File: config.mk
export PLATFORM = sky130hd
export DESIGN_NAME = msu_axis_out_packer
export DESIGN_NICKNAME = d
export VERILOG_FILES = /design/src/rtl/msu_axis_out_packer.sv
export SDC_FILE = /design/constraint.sdc
export NUM_CORES = 1
export LEC_CHECK = 0
export CAP_MARGIN = 15
export CORE_AREA = 2 2 254 256
export CTS_CLUSTER_DIAMETER = 80
export DETAILED_ROUTE_END_ITERATION = 7
export DIE_AREA = 0 0 256 258
export PLACE_DENSITY = 0.59
export SLEW_MARGIN = 20
export SYNTH_ARGS = -nofsm -noshare
export SYNTH_HDL_FRONTEND = slang
export SYNTH_SLANG_ARGS = --single-unit
File: constraint.sdc
create_clock -name clk -period 6 [get_ports clk]
set_clock_uncertainty 0.05 [all_clocks]
set_input_delay 1.2 -clock clk [delete_from_list [all_inputs] [get_ports clk]]
set_output_delay 1.2 -clock clk [all_outputs]
set_load 0.05 [all_outputs]
File: src/rtl/msu_axis_out_packer.sv
// Packs the narrow MSU result stream into wide AXI-stream beats with tkeep/tlast.
// Optional MSU_OUT_PACK_STATUS_EN adds a completed-transfer counter output.
module msu_axis_out_packer #(
  parameter int IN_LEN            = 32,
  parameter int OUT_LEN           = 512,
  parameter int C_XFER_SIZE_WIDTH = 32
) (
  input  logic                         clk,
  input  logic                         reset,
  input  logic                         s_axis_tvalid,
  output logic                         s_axis_tready,
  input  logic [IN_LEN-1:0]            s_axis_tdata,
  input  logic [C_XFER_SIZE_WIDTH-1:0] s_axis_xfer_size_in_bytes,
  output logic                         m_axis_tvalid,
  input  logic                         m_axis_tready,
  output logic [OUT_LEN-1:0]           m_axis_tdata,
  output logic [OUT_LEN/8-1:0]         m_axis_tkeep,
  output logic                         m_axis_tlast,
  output logic                         busy
`ifdef MSU_OUT_PACK_STATUS_EN
  ,
  output logic [31:0]                  xfer_count
`endif
);

  localparam int R  = OUT_LEN / IN_LEN;
  localparam int WB = IN_LEN / 8;
  localparam int KW = OUT_LEN / 8;
  localparam int SW = $clog2(R + 1);
  localparam int CW = C_XFER_SIZE_WIDTH;

  localparam logic [1:0] IDLE = 2'd0;
  localparam logic [1:0] FILL = 2'd1;
  localparam logic [1:0] SEND = 2'd2;

  logic [1:0]         state;
  logic               armed;
  logic [SW-1:0]      slot;
  logic [CW-1:0]      words_left;
  logic [OUT_LEN-1:0] beat;
  logic [KW-1:0]      keep;
  logic               last;

  logic               accept;
  logic [CW-1:0]      words_total;
  logic [SW-1:0]      slot_nx;
  logic [CW-1:0]      left_nx;
  logic               done;
  logic [KW-1:0]      keep_nx;

  assign s_axis_tready = armed && (state != SEND);
  assign accept        = s_axis_tvalid && s_axis_tready;
  assign m_axis_tvalid = (state == SEND);
  assign m_axis_tdata  = beat;
  assign m_axis_tkeep  = keep;
  assign m_axis_tlast  = last;
  assign busy          = (state != IDLE);

  always_comb begin
    words_total = s_axis_xfer_size_in_bytes / CW'(WB);
    if (words_total == '0) words_total = CW'(1);
    if (state == IDLE) begin
      slot_nx = SW'(1);
      left_nx = words_total - CW'(1);
    end else begin
      slot_nx = slot + SW'(1);
      left_nx = words_left - CW'(1);
    end
    done = (slot_nx == SW'(R)) || (left_nx == '0);
    // Lowest slots are filled first, so keep is a contiguous low mask.
    keep_nx = '0;
    for (int i = 0; i < R; i++) begin
      if (SW'(i) < slot_nx) keep_nx[i*WB +: WB] = '1;
    end
  end

  always_ff @(posedge clk) begin
    if (reset) begin
      state      <= IDLE;
      armed      <= 1'b0;
      slot       <= '0;
      words_left <= '0;
      beat       <= '0;
      keep       <= '0;
      last       <= 1'b0;
    end else begin
      armed <= 1'b1;
      unique case (state)
        IDLE, FILL: begin
          if (accept) begin
            if (state == IDLE) begin
              beat <= OUT_LEN'(s_axis_tdata);
            end else begin
              for (int i = 0; i < R; i++) begin
                if (SW'(i) == slot) beat[i*IN_LEN +: IN_LEN] <= s_axis_tdata;
              end
            end
            slot       <= slot_nx;
            words_left <= left_nx;
            if (done) begin
              state <= SEND;
              keep  <= keep_nx;
              last  <= (left_nx == '0);
            end else begin
              state <= FILL;
            end
          end
        end
        SEND: begin
          if (m_axis_tready) begin
            beat  <= '0;
            keep  <= '0;
            last  <= 1'b0;
            slot  <= '0;
            state <= last ? IDLE : FILL;
          end
        end
        default: state <= IDLE;
      endcase
    end
  end

`ifdef MSU_OUT_PACK_STATUS_EN
  always_ff @(posedge clk) begin
    if (reset) begin
      xfer_count <= '0;
    end else if (state == SEND && m_axis_tready && last) begin
      xfer_count <= xfer_count + 32'd1;
    end
  end
`endif

endmodule

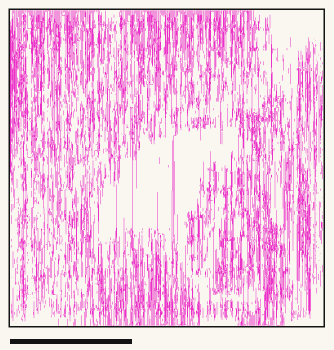
*Metal 2*
The bar under the picture is 100 µm long.
nets with wire on the layer: 2,804
wire length on this layer: 43.6 mm
share of all routed wire: 46%
longest straight run: 123 µm

==> job_summary.md <==
## Implementation flow summary

| Metric | Value |
|---|---|
| Outcome | complete, no violations |
| Share of async-settable or async-resettable flops after synthesis | 0 |
| Comb area share | 0.312 |
| Fin area | 31,300 µm² |
| Vias in the first global route | 20,700 |
| Pwr Total | 8.89 mW |
| Reg2reg path depth | 15 |
| Yosys simple share | 0.240 |
| Type of the most critical hold path | flop to flop |
| WL met3 | 9060 µm |
| H-Tree Depth | 2 |
| Count leader, synth | nor2_1 |
| Reg-to-Reg Start | state[0]$_SDFFE_PP0P_ |
| RSZ-0062 raised after global routing | false |
| FF+latch count | 569 |
| Crit-path max FO | 10 |
| Multi-input gate count | 2,091 |
| Initial antenna violation count | 3 |
| Antenna Cells | 2 |
| Buffering overhead | 0.220 |
| Number of flip-flops in the largest register | 512 |
| Post-CTS sizing | 0 |
| Top class by area | flip-flops and latches |
| Library cells used by synthesis | 68 |
| Via count | 22,400 |
| TritonCTS Sinks | 569 |
| Worst hold slack | 0.401 ns |
| Clock root cell | clkbuf_16 |
| Crit path required time | 6.47 ns |
| Ys flops | 569 |
| Avg Cell Area, Syn | 7.59 µm² |
| I/O pin total | 648 |
| Setup crit start | s_axis_xfer_size_in_bytes[2] |
| Seq/total area | 0.364 |
| Area leader, netlist | dfxtp_1 |
| Yosys warnings | 0 |
| R2R Path End | m_axis_tkeep[11]$_SDFFE_PP0P_ |
| Area Overhead vs Synth | 39.7% |
| Seq/Total Area, Yosys | 0.508 |
| Critical Path End Type | flop |
| Hold bufs inserted after CTS | 0 |
| Core ar. | 63,600 µm² |
| Slew headroom | 0.142 |
| Syn Std Cell Area | 22,400 µm² |
| Tmin final | 5.20 ns |
| Die X | 256 µm |
| Die outline height | 258 µm |
| PortBufs | 645 |
| Setup_tns | 0 ns |
| DR WL met2 | 43,600 µm |
| Final WL | 95,000 µm |
| PwrDens | 284 nW/µm² |
| Post-CTS setup buffers | 0 |
| Share of layout cells above drive strength 1 | 0.0563 |
| CTS Buf Count | 61 |
| Worst hold start | m_axis_tdata[12]$_SDFFE_PP0P_ |
| Final setup fails | 0 |
| DR WL/cell | 21.9 µm |
| Total track usage | 0.275 |
| First-pass GRT wire length | 139,000 µm |
| Post-layout util | 0.492 |
| Layout Cells excl Fill | 4,341 |
| DP Worst Slack | 0.211 ns |
| Synth Instances | 2,955 |
| Most frequent logic cell in the layout | nor2_1 |
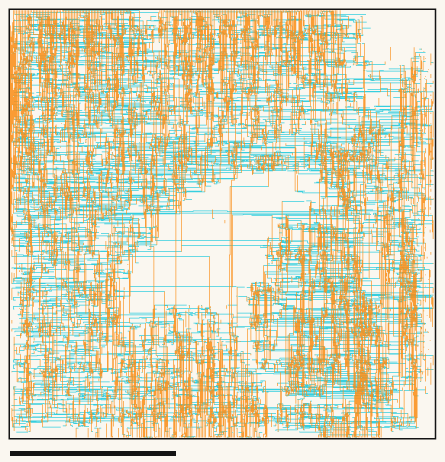
*Signal wires by layer*
The bar under the picture is 100 µm long. Two of the layers only.
[cyan] metal 1 | wire length: 39.1 mm
[orange] metal 2 | wire length: 43.6 mm

## where the power goes
group / leakage, nW / switching, mW / internal [mW]
combinational: 5.61 / 0.712 / 0.262
clock: 1.06 / 1.65 / 2.37
sequential: 4.60 / 0.0487 / 3.85
## per-layer routing
layer / GRT usage / vias up
li1: - / 10700
met1: 0.342 / 10700
met2: 0.448 / 934
met3: 0.0899 / 154
met4: 0.0971 / 2
met5: 0 / -
## critical path, stage by stage
cell	delay [ns]
clkdlybuf4s50_1	0.58
nor4_1	0.49
nand4_1	0.23
o21a_1	0.27
nor2_1	0.15
inv_1	0.06
ha_1	0.23
and4b_1	0.22
nand3_1	0.08
or4b_1	0.44
a2111o_1	0.39
nor4_2	0.35
buf_4	0.19
a21oi_2	0.05
or2_1	0.28
buf_4	0.20
a31o_2	0.25
No activity file was given, so power comes from the tool's default toggle rates.
